Figure 1. Placement view.
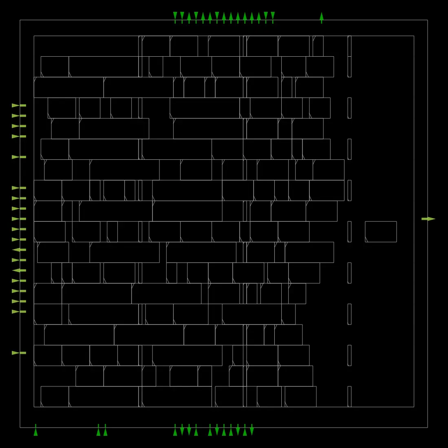
Figure 2. PDN straps and rails.
The bar under the picture is 20 um long. Pins as bars on the die edge. Tap cells in grey.
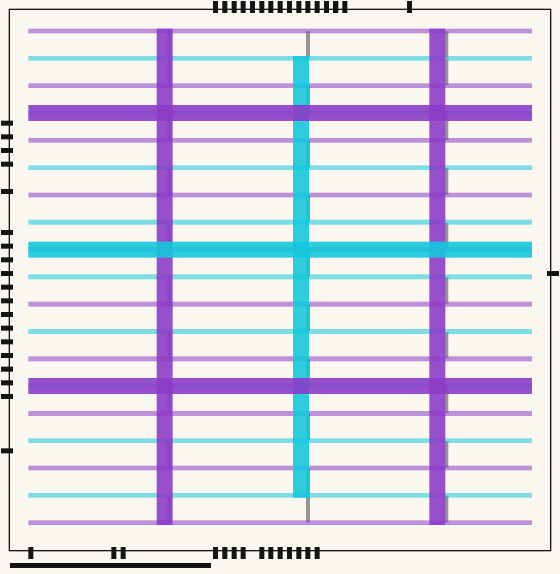
Figure 3. Local utilization.
The bar under the picture is 20 um long. 11 x 11 tiles, from white (low) to dark blue (high), 0 to 100% covered.
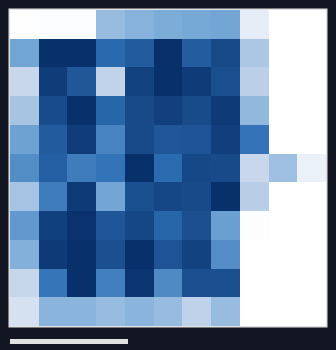
Figure 4. I/O nets highlighted.
The bar under the picture is 20 um long.
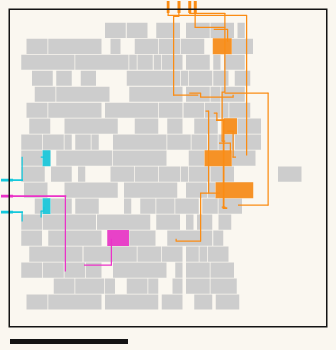
`src/rtl/irq_ctrl_if.sv`:
```
// CSR-file / commit-side signals of the interrupt controller.
// The master drives the CSR strobes and enables; the slave is irq_ctrl.
interface irq_ctrl_if;
    logic [1:0]  swi;
    logic [1:0]  swi_clr;
    logic        ti;
    logic        ti_clr;
    logic        crmd_ie;
    logic [12:0] ecfg_lie;
    logic        int_taken;
    logic [12:0] is;
    logic        int_req;
    logic [3:0]  int_vec;

    modport master (
        output swi, swi_clr, ti, ti_clr, crmd_ie, ecfg_lie, int_taken,
        input  is, int_req, int_vec
    );

    modport slave (
        input  swi, swi_clr, ti, ti_clr, crmd_ie, ecfg_lie, int_taken,
        output is, int_req, int_vec
    );
endinterface

```
`src/rtl/irq_ctrl.sv`:
```
// ESTAT.IS collector: synchronizes HWI/IPI, latches SWI/TI, and raises a masked
// interrupt request with a one-cycle block after each take.
module irq_ctrl #(
    parameter int SYNC_STAGES = 2
) (
    input  logic       clk,
    input  logic       rst_n,
    input  logic [7:0] hwi,
    input  logic       ipi,
    irq_ctrl_if.slave  bus
);
    localparam logic [12:0] IS_RSVD = 13'h0400;

    logic [SYNC_STAGES-1:0][8:0] sync_q;
    logic [1:0]                  swi_q;
    logic                        ti_q;
    logic                        blk_q;
    logic [12:0]                 is_w;
    logic [12:0]                 pend;
    logic                        req_w;
    logic [3:0]                  vec_w;

    // NOTE: sequential state uses non-blocking assignments so every flop samples
    // the pre-edge value of its neighbours; blocking here would collapse the
    // synchronizer chain into a single stage.
    always_ff @(posedge clk or negedge rst_n) begin
        if (!rst_n) begin
            sync_q <= '0;
            swi_q  <= '0;
            ti_q   <= 1'b0;
            blk_q  <= 1'b0;
        end else begin
            sync_q <= {sync_q[SYNC_STAGES-2:0], {ipi, hwi}};
            swi_q  <= (swi_q | bus.swi) & ~bus.swi_clr;
            // A fresh expiry beats a simultaneous clear so it is never lost.
            ti_q   <= bus.ti | (ti_q & ~bus.ti_clr);
            // The CSR exception write drops CRMD.IE on the next edge, so one cycle suffices.
            blk_q  <= bus.int_taken & req_w;
        end
    end

    assign is_w  = {sync_q[SYNC_STAGES-1][8], ti_q, 1'b0,
                    sync_q[SYNC_STAGES-1][7:0], swi_q};
    assign pend  = is_w & bus.ecfg_lie & ~IS_RSVD;
    assign req_w = bus.crmd_ie & (|pend) & ~blk_q;

    // NOTE: the default is assigned before the loop so every path writes vec_w
    // and no latch is inferred.
    always_comb begin
        vec_w = '0;
        for (int i = 0; i < 13; i++) begin
            if (pend[i]) vec_w = 4'(i);
        end
    end

    assign bus.is      = is_w;
    assign bus.int_req = req_w;
    assign bus.int_vec = vec_w;
endmodule

```
`src/flat_wrapper.sv`:
```
// flat-port wrapper written by rule: the top's interface ports become plain ports
module irq_ctrl_flat 
#(
    parameter int SYNC_STAGES = 2
)
  (clk, rst_n, hwi, ipi, bus_swi, bus_swi_clr, bus_ti, bus_ti_clr, bus_crmd_ie, bus_ecfg_lie, bus_int_taken, bus_is, bus_int_req, bus_int_vec);
  irq_ctrl_if bus_i ();
  input  logic clk;
  input  logic rst_n;
  input  logic [7:0] hwi;
  input  logic ipi;
  input wire logic [$bits(bus_i.swi)-1:0] bus_swi;
  input wire logic [$bits(bus_i.swi_clr)-1:0] bus_swi_clr;
  input wire logic [$bits(bus_i.ti)-1:0] bus_ti;
  input wire logic [$bits(bus_i.ti_clr)-1:0] bus_ti_clr;
  input wire logic [$bits(bus_i.crmd_ie)-1:0] bus_crmd_ie;
  input wire logic [$bits(bus_i.ecfg_lie)-1:0] bus_ecfg_lie;
  input wire logic [$bits(bus_i.int_taken)-1:0] bus_int_taken;
  output wire logic [$bits(bus_i.is)-1:0] bus_is;
  output wire logic [$bits(bus_i.int_req)-1:0] bus_int_req;
  output wire logic [$bits(bus_i.int_vec)-1:0] bus_int_vec;
  assign bus_i.swi = bus_swi;
  assign bus_i.swi_clr = bus_swi_clr;
  assign bus_i.ti = bus_ti;
  assign bus_i.ti_clr = bus_ti_clr;
  assign bus_i.crmd_ie = bus_crmd_ie;
  assign bus_i.ecfg_lie = bus_ecfg_lie;
  assign bus_i.int_taken = bus_int_taken;
  assign bus_is = bus_i.is;
  assign bus_int_req = bus_i.int_req;
  assign bus_int_vec = bus_i.int_vec;
  irq_ctrl #(.SYNC_STAGES(SYNC_STAGES)) u_core (.clk(clk), .rst_n(rst_n), .hwi(hwi), .ipi(ipi), .bus(bus_i));
endmodule
```
`config.mk`:
```
export PLATFORM = sky130hd
export DESIGN_NAME = irq_ctrl_flat
export DESIGN_NICKNAME = d
export VERILOG_FILES = /design/src/rtl/irq_ctrl_if.sv /design/src/rtl/irq_ctrl.sv /design/src/flat_wrapper.sv
export SDC_FILE = /design/constraint.sdc
export NUM_CORES = 1
export LEC_CHECK = 0
export ABC_AREA = 0
export CAP_MARGIN = 20
export CORE_MARGIN = 1.5
export CORE_UTILIZATION = 33
export CTS_CLUSTER_DIAMETER = 120
export DETAILED_ROUTE_END_ITERATION = 8
export PLACE_DENSITY = 0.75
export SYNTH_ARGS = -nofsm -noshare
export SYNTH_HDL_FRONTEND = slang
export SYNTH_SLANG_ARGS = --single-unit
```
`constraint.sdc`:
```
create_clock -name clk -period 1.2 [get_ports clk]
set_input_delay 0.24 -clock clk [delete_from_list [all_inputs] [get_ports clk]]
set_output_delay 0.24 -clock clk [all_outputs]
set_load 0.02 [all_outputs]
```
==> results.yml <==
# generated from flow reports
cts:
  postCtsSetupRepairBufs: 6
  cts_root_buffer: "clkbuf_4"
  cts_made_buffers: 3
pwr:
  p_sw_share_pct: 25.1
  static-leakage-power_nw: 0.756
  pg_clk_mw: 0.387
  switching_power_summed_over_all_nets_mw: 0.415
synthesis:
  synth_flop_count: 22
  synth_top_cell_by_count: "dfrtp_1"
  synthCells: 72
sta:
  post-route-worst-setup-slack_ps: -686
  post-route-min-period_ps: 1890
  report.final.setup_viol: 14
drt:
  drc: 0
  routed_metal_1_wirelength_um: 834
  postRouteWirelength_mm: 2.14
grt:
  grt_first_pass_wirelength_mm: 3.17
  grt_overflow_total: 0
  global_route.usage.met1_pct: 19.2
layout:
  nNetsFinal: 171
  synthToLayoutAreaGrowth_pct: 90.4
  clockNetworkAreaShare_pct: 2.24
  layout_top_cell: "buf_6"
  final.fill_count: 180
  final-seq-area_um2: 552
  sh_comb_area_pct: 16.4
  layout.cells.largest_class: "buffers"
placement:
  pre_cts_setup_slack_ps: -1030
  port_buffers: 47
  dp_cells: 156
outcome:
  failing_checks: "negative setup slack"
  run_status: "finished, violations left"
die:
  floorplan.io_pins: 50
critical_path:
  cp_max_stage_delay_ps: 450
  crit_end: "bus_int_req"
-- Figure 1 (at the start) --
sequential fraction of total cell area: 34.1%
sequential cell count: 22
final core utilization: 66.0%

-- Figure 2 (at the start) --
Cyan is VDD. Purple is VSS.
3 straps on met4. 30 tap cells. 19 met1 rails follow the rows. 50 signal pins sit on the boundary. The core has 18 rows.
maximum ir drop on the vdd rail: 1.04 mV
placeable core region: 2450 um^2
height of the die: 53.8 um
Die Span X: 53.8 um

-- Figure 3 (at the start) --
The fullest tile reaches 100%. The emptiest ninth of the die: bottom right. The densest ninth of the die: middle.
starting utilization of the core area: 34.7%

-- Figure 4 (at the start) --
Cyan is bus_swi, bits 2, direction input, edge left, end cells 2, buffers 2, wire 11.3 um. Orange is bus_int_vec, bits 4, direction output, edge top, end cells 4, buffers 7, wire 196 um. Magenta is bus_int_taken, bits 1, direction input, edge left, end cells 1, buffers 1, wire 30.7 um.

Power and IR drop assume default switching activity.
